$ cat config.mk
export PLATFORM = sky130hd
export DESIGN_NAME = order_queue_display_flat
export DESIGN_NICKNAME = d
export VERILOG_FILES = /design/src/rtl/order_pkg.sv /design/src/rtl/order_queue_display_if.sv /design/src/rtl/order_queue_display_slot_bank.sv /design/src/rtl/order_queue_display.sv /design/src/flat_wrapper.sv
export SDC_FILE = /design/constraint.sdc
export NUM_CORES = 1
export LEC_CHECK = 0
export CELL_PAD_IN_SITES_DETAIL_PLACEMENT = 2
export CELL_PAD_IN_SITES_GLOBAL_PLACEMENT = 2
export CORE_MARGIN = 1
export CORE_UTILIZATION = 39
export CTS_BUF_LIST = sky130_fd_sc_hd__clkbuf_2 sky130_fd_sc_hd__clkbuf_4 sky130_fd_sc_hd__clkbuf_8
export DETAILED_ROUTE_END_ITERATION = 7
export PLACE_DENSITY = 0.85
export SLEW_MARGIN = 20
export SYNTH_ARGS = -nofsm -noshare
export SYNTH_HDL_FRONTEND = slang
export SYNTH_SLANG_ARGS = --single-unit
export TNS_END_PERCENT = 30
$ cat constraint.sdc
create_clock -name pixel_clk_in -period 4 [get_ports pixel_clk_in]
set_input_delay 0.6 -clock pixel_clk_in [delete_from_list [all_inputs] [get_ports pixel_clk_in]]
set_output_delay 0.6 -clock pixel_clk_in [all_outputs]
set_load 0.1 [all_outputs]
$ cat src/rtl/order_pkg.sv
// Shared constants, recipe types and colours for the order queue panel.
package order_pkg;
    localparam int NUM_TYPES  = 4;
    localparam int TYPE_W     = $clog2(NUM_TYPES);
    localparam int ORDER_TIME = 30;

    typedef enum logic [TYPE_W-1:0] {
        R_SALAD  = 2'd0,
        R_SOUP   = 2'd1,
        R_BURGER = 2'd2,
        R_PASTA  = 2'd3
    } recipe_e;

    localparam logic [11:0] C_NONE    = 12'h000;
    localparam logic [11:0] C_EMPTY   = 12'h111;
    localparam logic [11:0] C_BAR_BG  = 12'h222;
    localparam logic [11:0] C_BAR_OK  = 12'h0F0;
    localparam logic [11:0] C_BAR_LOW = 12'h700;
    localparam logic [11:0] C_BLINK   = 12'hF00;
endpackage

$ cat src/rtl/order_queue_display_if.sv
// Order event handshake between game logic (master) and the queue (slave).
interface order_queue_display_if #(parameter int NUM_ORDERS = 4);
    import order_pkg::*;

    logic                  new_order_valid;
    logic [TYPE_W-1:0]     new_order_type;
    logic                  order_ready;
    logic                  complete_valid;
    logic [TYPE_W-1:0]     complete_type;
    logic                  complete_hit;
    logic                  complete_miss;
    logic [NUM_ORDERS-1:0] expired_mask;
    logic [NUM_ORDERS-1:0] active_mask;

    modport master (
        output new_order_valid, new_order_type, complete_valid, complete_type,
        input  order_ready, complete_hit, complete_miss, expired_mask, active_mask
    );
    modport slave (
        input  new_order_valid, new_order_type, complete_valid, complete_type,
        output order_ready, complete_hit, complete_miss, expired_mask, active_mask
    );
endinterface

$ cat src/rtl/order_queue_display_slot_bank.sv
// Slot registers: accept into lowest free slot, complete lowest matching slot,
// per-second countdown with expiry; completion wins over a same-cycle expiry.
module order_slot_bank import order_pkg::*; #(
    parameter int NUM_ORDERS     = 4,
    parameter int TIMER_W        = 5,
    parameter int FRAMES_PER_SEC = 60,
    parameter int ORDER_TIME_P   = ORDER_TIME
) (
    input  logic                              clk,
    input  logic                              rst_n,
    input  logic                              tick,
    order_queue_display_if.slave              ord,
    output recipe_e                           slot_type [NUM_ORDERS],
    output logic [NUM_ORDERS-1:0][TIMER_W-1:0] slot_time,
    output logic                              blink_phase
);
    localparam int PS_W = (FRAMES_PER_SEC > 1) ? $clog2(FRAMES_PER_SEC) : 1;

    logic [NUM_ORDERS-1:0] active, free_sel, hit_sel, expire;
    logic [PS_W-1:0]       presc;
    logic [7:0]            blink;
    logic                  wrap;

    assign wrap            = tick && (presc == PS_W'(FRAMES_PER_SEC - 1));
    assign ord.order_ready = ~&active;
    assign ord.active_mask = active;
    assign blink_phase     = blink[4];

    // Descending scan so the lowest index wins.
    always_comb begin
        free_sel = '0;
        hit_sel  = '0;
        for (int i = NUM_ORDERS - 1; i >= 0; i--) begin
            if (!active[i]) begin
                free_sel    = '0;
                free_sel[i] = 1'b1;
            end
            if (active[i] && slot_type[i] == recipe_e'(ord.complete_type)) begin
                hit_sel    = '0;
                hit_sel[i] = 1'b1;
            end
        end
        for (int i = 0; i < NUM_ORDERS; i++)
            expire[i] = wrap && active[i] && (slot_time[i] == TIMER_W'(1)) &&
                        !(ord.complete_valid && hit_sel[i]);
    end

    always_ff @(posedge clk or negedge rst_n) begin
        if (!rst_n) begin
            active            <= '0;
            slot_time         <= '0;
            presc             <= '0;
            blink             <= '0;
            ord.complete_hit  <= 1'b0;
            ord.complete_miss <= 1'b0;
            ord.expired_mask  <= '0;
            for (int i = 0; i < NUM_ORDERS; i++) slot_type[i] <= R_SALAD;
        end else begin
            if (tick) begin
                presc <= wrap ? '0 : presc + 1'b1;
                blink <= blink + 8'd1;
            end
            ord.complete_hit  <= ord.complete_valid && (|hit_sel);
            ord.complete_miss <= ord.complete_valid && !(|hit_sel);
            ord.expired_mask  <= expire;
            for (int i = 0; i < NUM_ORDERS; i++) begin
                if (ord.complete_valid && hit_sel[i]) begin
                    active[i] <= 1'b0;
                end else if (wrap && active[i]) begin
                    slot_time[i] <= slot_time[i] - 1'b1;
                    if (expire[i]) active[i] <= 1'b0;
                end else if (ord.new_order_valid && free_sel[i]) begin
                    active[i]    <= 1'b1;
                    slot_type[i] <= recipe_e'(ord.new_order_type);
                    slot_time[i] <= TIMER_W'(ORDER_TIME_P);
                end
            end
        end
    end
endmodule

$ cat src/rtl/order_queue_display.sv
// Order queue panel: slot bank plus a fixed-latency render pipeline that
// aligns region flags with the external icon ROM read.
module order_queue_display import order_pkg::*; #(
    parameter int NUM_ORDERS     = 4,
    parameter int ICON_W         = 32,
    parameter int ICON_H         = 32,
    parameter int SLOT_GAP       = 8,
    parameter int BAR_H          = 4,
    parameter int TIMER_W        = 5,
    parameter int FRAMES_PER_SEC = 60,
    parameter int BLINK_THRESH   = 5,
    parameter int ROM_LATENCY    = 2,
    localparam int ROM_AW        = $clog2(NUM_TYPES * ICON_W * ICON_H)
) (
    input  logic               pixel_clk_in,
    input  logic               rst_n_in,
    input  logic [9:0]         x_in,
    input  logic [8:0]         y_in,
    input  logic [9:0]         hcount,
    input  logic [8:0]         vcount,
    order_queue_display_if.slave ord,
    output logic [ROM_AW-1:0]  rom_addr_out,
    input  logic [11:0]        rom_pixel_in,
    output logic [11:0]        pixel_out
);
    localparam int SLOT_W = $clog2(NUM_ORDERS);
    localparam int PITCH  = ICON_W + SLOT_GAP;
    localparam int DX_W   = $clog2(ICON_W);
    localparam int DY_W   = $clog2(ICON_H);

    typedef struct packed {
        logic              icon;
        logic              bar;
        logic [SLOT_W-1:0] slot;
        logic [DX_W-1:0]   dx;
    } rflag_t;

    recipe_e                            slot_type [NUM_ORDERS];
    logic [NUM_ORDERS-1:0][TIMER_W-1:0] slot_time;
    logic                               blink_phase;

    order_slot_bank #(
        .NUM_ORDERS(NUM_ORDERS), .TIMER_W(TIMER_W), .FRAMES_PER_SEC(FRAMES_PER_SEC)
    ) u_bank (
        .clk(pixel_clk_in), .rst_n(rst_n_in),
        .tick(hcount == 10'd0 && vcount == 9'd0),
        .ord(ord), .slot_type(slot_type), .slot_time(slot_time),
        .blink_phase(blink_phase)
    );

    // 11-bit slot bounds so anything past column 1023 never matches.
    logic [NUM_ORDERS-1:0]           x_hit;
    logic [NUM_ORDERS-1:0][DX_W-1:0] dx_all;
    for (genvar i = 0; i < NUM_ORDERS; i++) begin : g_slot
        logic [10:0] x0;
        assign x0        = {1'b0, x_in} + 11'(i * PITCH);
        assign x_hit[i]  = ({1'b0, hcount} >= x0) && ({1'b0, hcount} < x0 + 11'(ICON_W));
        assign dx_all[i] = DX_W'(hcount - x0[9:0]);
    end

    logic              sel_hit, y_ge, icon_row, bar_row;
    logic [SLOT_W-1:0] sel_slot;
    logic [DX_W-1:0]   sel_dx;
    logic [8:0]        ry;

    assign y_ge     = vcount >= y_in;
    assign ry       = vcount - y_in;
    assign icon_row = y_ge && ry < 9'(ICON_H);
    assign bar_row  = y_ge && ry >= 9'(ICON_H) && ry < 9'(ICON_H + BAR_H);

    always_comb begin
        sel_hit  = 1'b0;
        sel_slot = '0;
        sel_dx   = '0;
        for (int i = NUM_ORDERS - 1; i >= 0; i--) begin
            if (x_hit[i]) begin
                sel_hit  = 1'b1;
                sel_slot = SLOT_W'(i);
                sel_dx   = dx_all[i];
            end
        end
    end

    // rpipe[0] is stage 0; the rest ride alongside the ROM read.
    rflag_t          rpipe [ROM_LATENCY+1];
    logic [DY_W-1:0] s0_dy;

    assign rom_addr_out = ROM_AW'(slot_type[rpipe[0].slot]) * ROM_AW'(ICON_W * ICON_H)
                        + ROM_AW'(s0_dy) * ROM_AW'(ICON_W) + ROM_AW'(rpipe[0].dx);

    rflag_t             fin;
    logic [TIMER_W-1:0] fin_time;
    logic               fin_low;
    logic [11:0]        pix_next;

    assign fin      = rpipe[ROM_LATENCY];
    assign fin_time = slot_time[fin.slot];
    assign fin_low  = int'(fin_time) <= BLINK_THRESH;

    always_comb begin
        pix_next = C_NONE;
        if (fin.icon || fin.bar) begin
            if (!ord.active_mask[fin.slot])        pix_next = C_EMPTY;
            else if (fin.icon)                     pix_next = (fin_low && blink_phase) ? C_BLINK : rom_pixel_in;
            else if (int'(fin.dx) < int'(fin_time)) pix_next = C_BAR_OK;
            else if (fin_low)                      pix_next = C_BAR_LOW;
            else                                   pix_next = C_BAR_BG;
        end
    end

    always_ff @(posedge pixel_clk_in or negedge rst_n_in) begin
        if (!rst_n_in) begin
            for (int k = 0; k <= ROM_LATENCY; k++) rpipe[k] <= '0;
            s0_dy     <= '0;
            pixel_out <= C_NONE;
        end else begin
            rpipe[0].icon <= sel_hit && icon_row;
            rpipe[0].bar  <= sel_hit && bar_row;
            rpipe[0].slot <= sel_slot;
            rpipe[0].dx   <= sel_dx;
            s0_dy         <= DY_W'(ry);
            for (int k = 1; k <= ROM_LATENCY; k++) rpipe[k] <= rpipe[k-1];
            pixel_out     <= pix_next;
        end
    end
endmodule
$ cat src/flat_wrapper.sv
// flat-port wrapper written by rule: the top's interface ports become plain ports
module order_queue_display_flat import order_pkg::*;
#(
    parameter int NUM_ORDERS     = 4,
    parameter int ICON_W         = 32,
    parameter int ICON_H         = 32,
    parameter int SLOT_GAP       = 8,
    parameter int BAR_H          = 4,
    parameter int TIMER_W        = 5,
    parameter int FRAMES_PER_SEC = 60,
    parameter int BLINK_THRESH   = 5,
    parameter int ROM_LATENCY    = 2,
    localparam int ROM_AW        = $clog2(NUM_TYPES * ICON_W * ICON_H)
)
  (pixel_clk_in, rst_n_in, x_in, y_in, hcount, vcount, rom_addr_out, rom_pixel_in, pixel_out, ord_new_order_valid, ord_new_order_type, ord_complete_valid, ord_complete_type, ord_order_ready, ord_complete_hit, ord_complete_miss, ord_expired_mask, ord_active_mask);
  order_queue_display_if #(.NUM_ORDERS(NUM_ORDERS)) ord_i ();
  input  logic pixel_clk_in;
  input  logic rst_n_in;
  input  logic [9:0] x_in;
  input  logic [8:0] y_in;
  input  logic [9:0] hcount;
  input  logic [8:0] vcount;
  output logic [ROM_AW-1:0] rom_addr_out;
  input  logic [11:0] rom_pixel_in;
  output logic [11:0] pixel_out;
  input wire logic [$bits(ord_i.new_order_valid)-1:0] ord_new_order_valid;
  input wire logic [$bits(ord_i.new_order_type)-1:0] ord_new_order_type;
  input wire logic [$bits(ord_i.complete_valid)-1:0] ord_complete_valid;
  input wire logic [$bits(ord_i.complete_type)-1:0] ord_complete_type;
  output wire logic [$bits(ord_i.order_ready)-1:0] ord_order_ready;
  output wire logic [$bits(ord_i.complete_hit)-1:0] ord_complete_hit;
  output wire logic [$bits(ord_i.complete_miss)-1:0] ord_complete_miss;
  output wire logic [$bits(ord_i.expired_mask)-1:0] ord_expired_mask;
  output wire logic [$bits(ord_i.active_mask)-1:0] ord_active_mask;
  assign ord_i.new_order_valid = ord_new_order_valid;
  assign ord_i.new_order_type = ord_new_order_type;
  assign ord_i.complete_valid = ord_complete_valid;
  assign ord_i.complete_type = ord_complete_type;
  assign ord_order_ready = ord_i.order_ready;
  assign ord_complete_hit = ord_i.complete_hit;
  assign ord_complete_miss = ord_i.complete_miss;
  assign ord_expired_mask = ord_i.expired_mask;
  assign ord_active_mask = ord_i.active_mask;
  order_queue_display #(.NUM_ORDERS(NUM_ORDERS), .ICON_W(ICON_W), .ICON_H(ICON_H), .SLOT_GAP(SLOT_GAP), .BAR_H(BAR_H), .TIMER_W(TIMER_W), .FRAMES_PER_SEC(FRAMES_PER_SEC), .BLINK_THRESH(BLINK_THRESH), .ROM_LATENCY(ROM_LATENCY)) u_core (.pixel_clk_in(pixel_clk_in), .rst_n_in(rst_n_in), .x_in(x_in), .y_in(y_in), .hcount(hcount), .vcount(vcount), .ord(ord_i), .rom_addr_out(rom_addr_out), .rom_pixel_in(rom_pixel_in), .pixel_out(pixel_out));
endmodule
run_1/m1.png
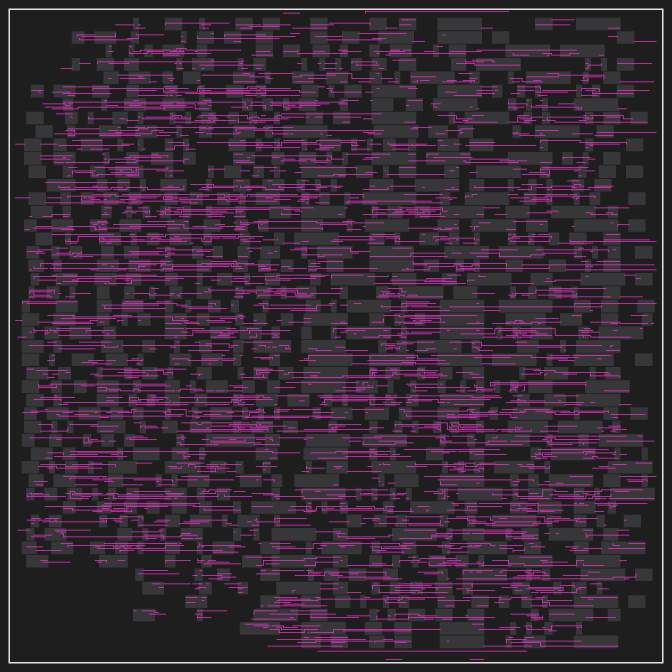
wire length on this layer: 9340 um
nets with wire on the layer: 861
main direction: horizontal
Via Count: 5715
Routed Wire Length: 23300 um

run_1/m2.png
Scale bar: 50 um.
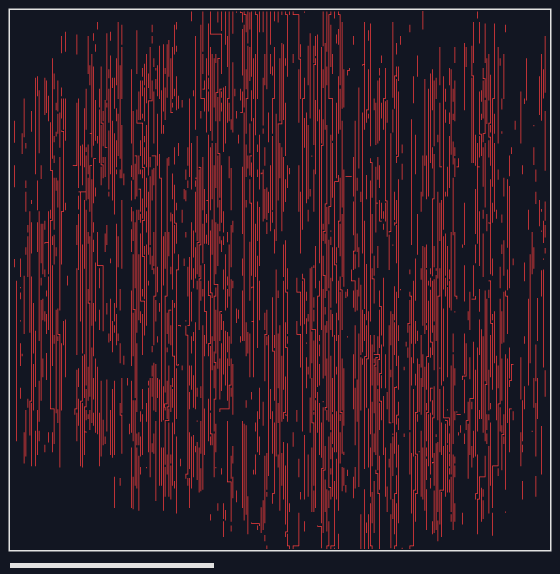
nets with wire on the layer: 891
longest straight run: 63.2 um
M2 GR Usage: 0.528

==> summary.txt, run 1 <==
Numbers from the implementation run.

The flow ran to the end, and the final reports show no timing, DRC or antenna violations. The CTS root buffer is sky130_fd_sc_hd__clkbuf_8. Logged for this run, the post-placement worst setup slack is -306 ps. Per Yosys stat, the portion of area used by sequential elements is 0.353. The filler-free cell count of the finished design is 1029.

The script computed the net switching share of total power as 0.448. STA classifies the critical path endpoint as a flop. The area fraction in mux cells is 0.0472. The buffer_ports step reported a buffer count of around 92. The post-synthesis cell count from yosys is around 700. The I/O pin count is 93. For reference, the top cells by area after synthesis are sky130_fd_sc_hd__dfrtp_1 35%, sky130_fd_sc_hd__ha_1 16%, sky130_fd_sc_hd__xnor2_1 5.0%. The kind of critical path is in -> reg. Of the total power, combinational logic draws 0.462. The total inserted antenna cells is 0. Among the non-sequential cells, simple AND/OR/NAND/NOR gates take the most area. The peak fanout along the critical path is 4. The clock slew at the register clock pins of the worst setup and hold paths is 90 ps. The final layout reports a setup TNS of 0 ps. At the end of routability-driven placement, the weighted congestion stood at around 0.9. The hold slack is 343 ps.
run_1/m3.png
Scale bar: 50 um.
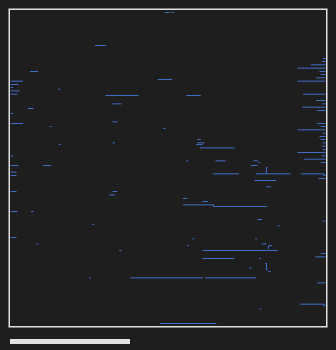
share of all routed wire: 2.0%
longest straight run: 31.1 um
nets with wire on the layer: 74
met3 Usage GRT: 0.0281

==> run 1: cells by family (layout without fill, tap and decap cells) <==
family,Yosys count,in the layout
simple gates,220,220
compound gates,133,133
flops,93,93
fa+ha+maj,86,86
buf+inv,77,202
xor+xnor,55,55
mux,20,20
==> run 1: sequential cells by signal (all words and copies together), names as in the netlist <==
register / cells
u_core.fin: 9
u_core.pixel_out: 12
u_core.rpipe: 18
u_core.s0_dy: 5
u_core.u_bank.blink: 5
u_core.u_bank.ord.active_mask: 4
u_core.u_bank.ord.complete_hit: 1
u_core.u_bank.ord.complete_miss: 1
u_core.u_bank.ord.expired_mask: 4
u_core.u_bank.presc: 6
u_core.u_bank.slot_time: 20
u_core.u_bank.slot_type: 8
==> run 1: cells in the final DEF (no fill, tap or decap), drive strengths merged, types with 11 or more instances in the layout <==
| master | instances |
|---|---|
| clkdlybuf4s50 | 90 |
| o21ai | 39 |
| inv | 59 |
| nand3 | 18 |
| clkbuf | 12 |
| xnor2 | 40 |
| and3 | 11 |
| nor2b | 12 |
| xor2 | 15 |
| nand2 | 51 |
| dfrtp | 93 |
| ha | 84 |
| nor3 | 13 |
| nand2b | 12 |
| buf | 36 |
| nor2 | 59 |
| a21oi | 32 |
==> run 1: through the flow <==
step	total power [mW]	util
detailed placement	3.02	0.480
CTS	3.78	0.494
finish	3.78	0.497
global placement	2.91	0.480
floorplan	2.46	-
global route	3.95	0.497
==> run 1: cell type report <==
class	instances	share of cell area
Tap cell	220	0.0335
Inverter	59	0.0270
Clock buffer	12	0.0194
Sequential cell	93	0.283
Multi-Input combinational cell	514	0.484
Timing Repair Buffer	127	0.144
Clock inverter	4	0.00854
==> run 1: critical path: stages <==
cell and delay (ps):
sky130_fd_sc_hd__clkdlybuf4s50_1 540, sky130_fd_sc_hd__inv_2 80, sky130_fd_sc_hd__ha_1 220, sky130_fd_sc_hd__a21oi_4 190, sky130_fd_sc_hd__xnor2_2 160, sky130_fd_sc_hd__ha_2 230
sky130_fd_sc_hd__nand2_1 60, sky130_fd_sc_hd__nor2_1 120, sky130_fd_sc_hd__xor2_1 190, sky130_fd_sc_hd__ha_1 270, sky130_fd_sc_hd__nand4_1 90, sky130_fd_sc_hd__nor2_1 50
sky130_fd_sc_hd__o21ai_0 80, sky130_fd_sc_hd__nand3b_1 160, sky130_fd_sc_hd__a2111oi_4 490, sky130_fd_sc_hd__nand2b_4 230, sky130_fd_sc_hd__a221oi_1 50, sky130_fd_sc_hd__a311oi_1 270
==> run 1: per-layer routing <==
layer,GRT usage,vias up,routed length (um)
li1,-,2642,-
met1,0.312,2908,9340
met2,0.528,113,12700
met3,0.0281,52,467
met4,0.107,0,738
met5,0,-,0
==> run 1: path summary, 6_finish.rpt <==
check / to / slack, ps / cells after the start
hold / removal: u_core.u_bank.slot_time[5] / 340 / 1
setup / recovery: u_core.rpipe[22] / 160 / 18
min in group pixel_clk_in: u_core.fin[2] / 360 / 0
hold reg to reg: u_core.fin[2] / 360 / 0
setup reg to reg: u_core.pixel_out[10] / 1270 / 10
max in group asynchronous: u_core.pixel_out[1] / 2780 / 2
==> run 1: repair_timing <==
item	CTS	global route
setup buffers	0	2
gates resized	0	8
setup endpoints to repair	0	7
run_1/clock_nets.png
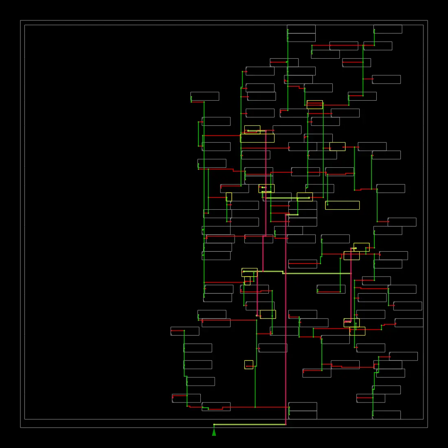

==> run 2, diff against run 1 <==
CAP_MARGIN = 15   (was not set)
clock period = 4.5 ns   (was 4 ns; I/O delays follow)
run_2/clock_nets.png
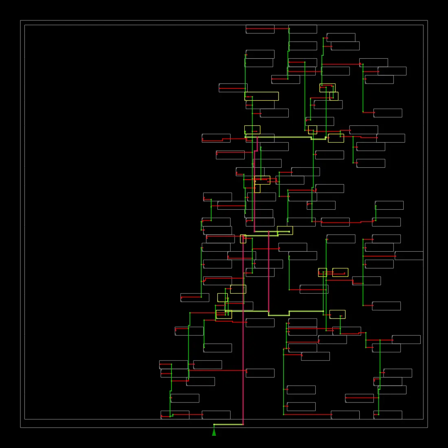
total of clock buffers placed in the layout: 10
clock latency at the later pin of the worst-skew pair: 370 ps
Power Clock: 576 uW
number of clock buffers inserted by TritonCTS: 9

run_2/m4.png
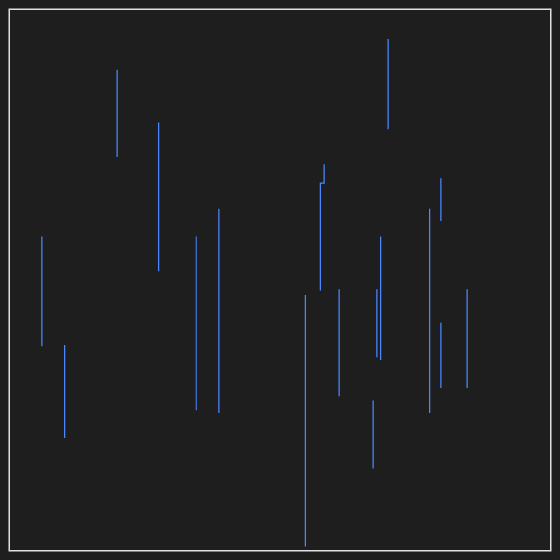
share of all routed wire: 2.3%
longest straight run: 61.2 um
wire length on this layer: 500 um
main direction: vertical
Routed Wire Length: 22200 um
Via Count: 5547

run_2/m2.png
Scale bar: 50 um.
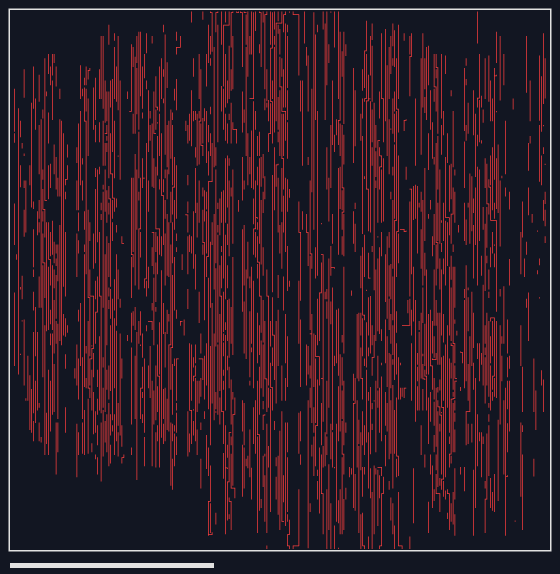
wire length on this layer: 12300 um
nets with wire on the layer: 851
main direction: vertical
share of all routed wire: 55%
M2 GR Usage: 0.532

==> summary.txt, run 2 <==
Numbers from the implementation run.

Leaving out fill and tap cells, the most frequent cell in the layout is sky130_fd_sc_hd__dfrtp_1. In the setup report, the worst path falls into the class in -> reg. The final weighted congestion of routability-driven global placement is 0.940 (+7.1%). The number of cells traversed by the worst register-to-register path is 10 (unchanged).

The peak fanout along the critical path was 8 (+4). The number of cells traversed by the worst hold path is 0. STA classifies the critical path endpoint as a flop. The number of flip-flops under the largest register name is 20 (unchanged). The portion of the post-synthesis area used by sequential elements is 0.353 (unchanged). Per STA, the worst path is made up of clkdlybuf4s50_1 -> ha_1 -> a21oi_1 -> xnor2_1 -> and3_2 -> nor2_1 -> xnor2_1 -> ha_1 -> o21ai_0 -> nor2_1 -> o21ai_0 -> nand3b_1 -> a2111oi_4 -> nand2b_2 -> o211ai_2 -> nor3_1. The main area contributors are sky130_fd_sc_hd__dfrtp_1 35%, sky130_fd_sc_hd__ha_1 16%, sky130_fd_sc_hd__xnor2_1 5.0%.

The overall power after layout is 3.23 mW (-14%). The clock slew at the register clock pins of the worst setup and hold paths is 90 ps (about the same). The register with the most flip-flops in the final layout is u_core.u_bank.slot_time.

The largest registers in the layout are u_core.u_bank.slot_time (20), u_core.rpipe (18), u_core.pixel_out (12). Per the detail_route log, the uppermost layer with routed signals is met4. The total met3 wirelength after detailed routing is 515 um (+10%).

Looking at the clock tree report, the root buffer type is sky130_fd_sc_hd__clkbuf_8. The delay of the slowest critical-path stage is 590 ps (+50 ps). The library cells used most frequently in the layout, excluding fill and tap cells, are 93 x sky130_fd_sc_hd__dfrtp_1, 90 x sky130_fd_sc_hd__clkdlybuf4s50_1, 84 x sky130_fd_sc_hd__ha_1.

The wire length on met1 is 8870 um (-5.0%). The post-place setup slack was -143 ps (+163 ps). The combinational group share of total power is 0.469 (+0.007). The post-synthesis cell count from yosys is 684 (unchanged). The hold slack was 350 ps (+6.43 ps).

The switching portion of total power is 0.461 (+0.0129). The total inserted antenna cells was 0 (unchanged). The run finished with clean final reports. The buffer count from post-CTS setup fixing is 0 (unchanged). The final core utilization was 0.483 (-0.0142). The largest individual stage delay along the critical path comes from the cell sky130_fd_sc_hd__clkdlybuf4s50_1.
run 2: cell counts after synthesis:
No cell type changed its count.
run 2: what timing repair did:
action | 4_1_cts | 5_1_grt
endpoints found under the setup margin | 0 | 3
endpoints found under the hold margin | 0 | 0
gates resized | 0 | 1
run 2: path summary, 6_finish.rpt:
kind | startpoint | to | slack (ps)
worst max-delay path | x_in[4] | u_core.rpipe[26] | 290
worst min-delay path | u_core.rpipe[11] | u_core.fin[2] | 350
worst max register to register | u_core.fin[5] | u_core.pixel_out[8] | 1780
worst min register to register | u_core.rpipe[11] | u_core.fin[2] | 350
max in group asynchronous | rst_n_in | u_core.rpipe[9] | 3150
min in group asynchronous | rst_n_in | u_core.u_bank.ord.expired_mask[1] | 390
run 2: cells by family after synthesis:
kind of cell / after synthesis / share of synthesized area
adder cells (fa/ha/maj): 86 / 0.165
buffers and inverters: 77 / 0.0489
flip-flops: 93 / 0.353
multiplexers: 20 / 0.0472
AND/OR/NAND/NOR: 220 / 0.173
AND-OR/OR-AND: 133 / 0.137
XOR/XNOR: 55 / 0.0753
run 2: metal layers:
layer | vias up | GRT usage
met2 | 106 | 0.532
li1 | 2600 | -
met4 | 0 | 0.0885
met5 | - | 0
met1 | 2806 | 0.298
met3 | 35 | 0.0265
run 2: power groups by stage:
stage | registers, mW | clock network (mW) | logic, mW
final | 1.14 | 0.576 | 1.52
after global routing | 1.16 | 0.607 | 1.62
after CTS | 1.14 | 0.584 | 1.53
after detailed placement | 1.15 | 0 | 1.50
after global placement | 1.14 | 0 | 1.42
after floorplan | 1.33 | 0 | 0.865
run 2: critical path, delay by kind of cell:
kind                     cells  cell delay, ps
AND/OR/NAND/NOR              6            1080
buffers and inverters        1             590
XOR/XNOR                     2             390
AND-OR/OR-AND                5            1090
adder cells (fa/ha/maj)      2             640
run 2: through the flow:
| stage | std cells | TNS (ps) |
|---|---|---|
| 2_1_floorplan | 684 | 0 |
| 3_3_place_gp | 990 | 0 |
| 3_5_place_dp | 990 | -378 |
| 4_1_cts | 1006 | 0 |
| 5_1_grt | 1006 | 0 |
| 6_report | 1006 | 0 |
run 2: layout make-up:
cell class	count	area (um^2)
fillers	1767	8550
multi-input cells	514	3950
flip-flops and latches	93	2330
repair buffers	104	1010
well taps	220	275
inverters	59	221
clock buffers	10	131
clock inverters	6	63.8
No activity file was given, so power comes from the tool's default toggle rates.
